==> config.mk <==
export PLATFORM = sky130hd
export DESIGN_NAME = data_memory
export DESIGN_NICKNAME = d
export VERILOG_FILES = /design/src/rtl/data_mem_pkg.sv /design/src/rtl/data_mem_array.sv /design/src/rtl/data_memory.sv
export SDC_FILE = /design/constraint.sdc
export NUM_CORES = 2
export LEC_CHECK = 0
export ABC_AREA = 1
export CORE_MARGIN = 5
export CORE_UTILIZATION = 40
export CTS_BUF_LIST = sky130_fd_sc_hd__clkbuf_16
export DETAILED_ROUTE_END_ITERATION = 10
export HOLD_SLACK_MARGIN = 0.02
export PLACE_DENSITY = 0.67
export SETUP_SLACK_MARGIN = 0.3
export SLEW_MARGIN = 20
export SYNTH_ARGS = -nofsm -noshare
export SYNTH_HDL_FRONTEND = slang
export SYNTH_SLANG_ARGS = --single-unit
==> constraint.sdc <==
create_clock -name clk -period 92.1 [get_ports clk]
set_input_delay 27.63 -clock clk [delete_from_list [all_inputs] [get_ports clk]]
set_output_delay 27.63 -clock clk [all_outputs]
set_load 0.02 [all_outputs]
Supply network:
Pins as bars on the die edge.
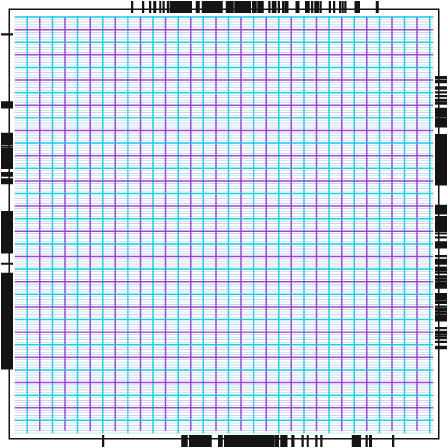
legend:
  purple:
    net: VDD
  cyan:
    net: VSS
met5 straps: 33
met4 straps: 33
met1 rails: 166
signal pins: 519
rows: 165
Die X-Extent: 462 um
Die Y: 462 um
Max rail drop VDD: 0.0000179 V
core area: 203000 um^2

Sequential cells grouped by signal name:
(1 px per um) Other cells in gray.
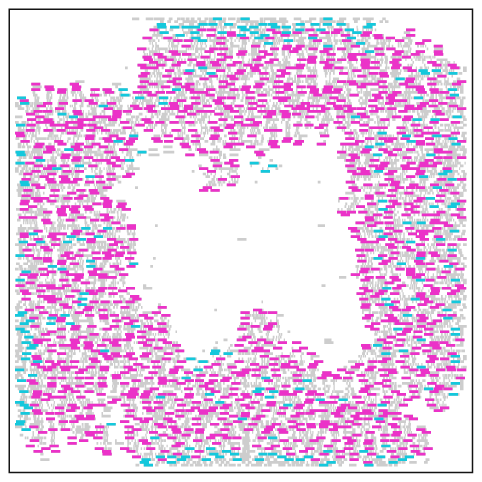
legend:
  magenta:
    name_in_the_netlist: u_array.mem
    placed_flops: 1536
    where: all over the die
  cyan:
    name_in_the_netlist: data
    placed_flops: 256
    where: all over the die
final core utilization: 0.465
Flop area: 44800 um^2
Seq. pwr: 1010 uW
Seq/total area: 0.475

Cell classes on the final placement:
(1 px per um) Fill, decap, tap and diode cells in gray.
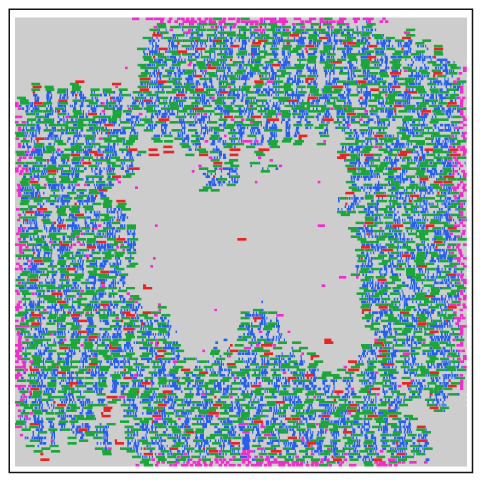
legend:
  magenta:
    class: other buffers and delay cells
    cells: 601
  red:
    class: clock drivers and dummy loads
    cells: 350
  blue:
    class: all other logic
    cells: 8209
  green:
    class: flip-flops
    cells: 1792
row count: 165
fin area: 94400 um^2

Clock wires, drivers and flops:
(1 px per um)
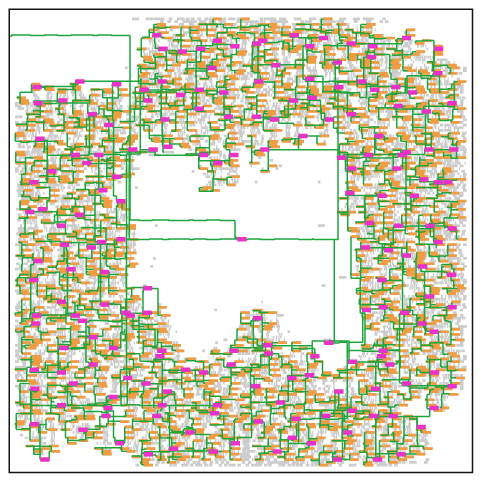
legend:
  green:
    item: clock wires
    length: 22.9 mm
  magenta:
    item: cells driving clock nets
    count: 192
  orange:
    item: flip-flops
    count: 1792
flops lie: all over the die
clk_skew: 0.0591 ns
clock power share: 0.348
Clk power: 736 uW
worst skew pair latency: 0.85 ns

==> deck_impl_summary.md <==
Synthesis and Place & Route Summary

Status
  • Status: completed

Placed design
  • Post-DP HPWL: between 100000 and 150000 um
  • # port buffers: between 500 and 600

Clock network
  • CTS resizes: 0
  • Clk Tree Root Cell: clkbuf_16
  • Maximum clock path buffer count: 3
  • Clock buffer count from CTS: 192
  • H-tree depth: 4
  • Clk sinks: approximately 1800
  • Postcts setup bufs: 0
  • CTS tree: yes

Worst setup path
  • R2R depth: 6
  • Crit path kind: input port to flip-flop
  • Crit-path max FO: 176
  • Data required time of the worst path: 92.82 ns
  • Worst R2R Setup Slack: 90.91 ns
  • Top delay family on crit path: buffers and inverters
  • Worst path depth: 11
  • Most used cell, CP: buf_4
  • CP max-delay cell: buf_4
  • Crit end category: flip-flop

Yosys
  • Seq/Total Area, Yosys: 0.549
  • Synthesized area: slightly above 80000 um^2
  • Mapped Cells: around 11000
  • Synthesized area per cell: ~7.7 um^2
  • Synth warnings: 0

Route
  • Metal2 WL: between 100000 and 150000 um
  • Initial DRC Count: 6451
  • Wirelength per Cell: 17.1 um
  • Routed WL: 233000 um
  • DRT antenna net count: 0
  • Routed met3 length: about 16000 um
  • Top layer in use: met5
  • Post-route DRC violation count: 0
  • TritonRoute pass-1 iters: 6

Global route
  • First-pass GRT wire length: 371000 um
  • GRT Util Overall: 0.217
  • Initial antenna violation count: 24
  • Vias in the first global route: 66700

Final timing
  • Setup_tns: 0 ns
  • Crit share post-route: 0.350

Finish
  • Nets: 11100
  • Area growth syn-to-layout: 15.6%
  • Max FFs per register: 1536

Power
  • Pwr/cell area: 22.4 nW/um^2

Worst hold path
  • Worst Hold Class: flip-flop to flip-flop
  • Cell depth of the worst min-delay path: 2

Job
  • Max cap viols: 0
  • Tool Warnings: 84

Floorplanning
  • Die Size: ~210000 um^2
metrics by stage:
stage	hold WS, ns	util	area (um^2)	total power, uW	cells
floorplan	0.453	-	81700	1260	10600
global placement	0.463	0.435	88300	1370	13300
detailed placement	0.464	0.435	88300	1390	13300
CTS	0.480	0.465	94200	2140	13600
global route	0.488	0.465	94400	2240	13600
finish	0.476	0.465	94400	2110	13600
cell usage after synthesis:
cell type,count,area share
nor3_4,2,0.00040
nand2_1,3842,0.18
nand2_2,2,0.00015
nor2_2,1,0.000077
o21ai_0,1509,0.092
buf_1,26,0.0012
nor2_1,1,0.000046
nand3_1,1025,0.063
nor2_4,2,0.00028
dfrtp_1,1792,0.55
buf_4,5,0.00046
buf_2,242,0.015
inv_2,1,0.000046
clkbuf_1,375,0.017
o21ai_1,27,0.0017
inv_1,1797,0.083
final cells by class:
class / instances / area, um^2 / share of cell area
flip-flops and latches: 1792 / 44800 / 0.475
multi-input cells: 6411 / 27400 / 0.290
inverters: 1798 / 6770 / 0.0718
repair buffers: 601 / 6050 / 0.0641
clock buffers: 195 / 4880 / 0.0517
well taps: 2672 / 3340 / 0.0354
clock inverters: 155 / 1080 / 0.0114
diodes: 16 / 40.0 / 0.000424
power by group:
| part | switching, uW | internal [uW] | leakage, uW |
|---|---|---|---|
| clock network | 326 | 410 | 0.00308 |
| registers | 72.7 | 935 | 0.0224 |
| logic | 230 | 140 | 0.0232 |
per-layer routing:
metal / vias up / GRT usage
met5: - / 0
met4: 16 / 0.0689
met3: 372 / 0.0370
met2: 2247 / 0.362
met1: 32600 / 0.290
li1: 32700 / -
cells by family after synthesis:
| group | Yosys count | synth area share |
|---|---|---|
| simple gates | 4875 | 0.240 |
| compound gates | 1536 | 0.0941 |
| flops | 1792 | 0.549 |
| buf+inv | 2446 | 0.116 |
worst reg2reg max path: cells and delay by family, from the launching register on:
kind / cells / cell delay [ns]
DFF: 1 / 0.38
buffers and inverters: 1 / 0.06
and+or+nand+nor: 5 / 0.66
cells in the final DEF, fill, tap and decap left out:
cell             synthesis  routed
buf_12                   0      13
buf_16                   0       2
buf_4                    5      62
buf_6                    0       5
buf_8                    0       3
bufinv_16                0       9
clkbuf_16                0     195
clkdlybuf4s50_1          0     516
clkinv_1                 0      53
clkinv_16                0       3
clkinv_2                 0      32
clkinv_4                 0       2
clkinv_8                 0       1
clkinvlp_4               0       3
dfrtp_1               1792    1792
diode_2                  0      16
inv_1                 1797    1836
inv_16                   0       5
inv_2                    1       1
inv_6                    0       5
inv_8                    0       3
nand2_1               3842    3841
nand2_4                  0       1
nand2_8                  0       2
nand3_1               1025    1024
nand3_4                  0       1
nor2_1                   1       1
nor2_4                   2       3
nor3_4                   2       2
o21ai_0               1509    1509
o21ai_1                 27      27
Power is estimated from default activity; no workload was simulated.
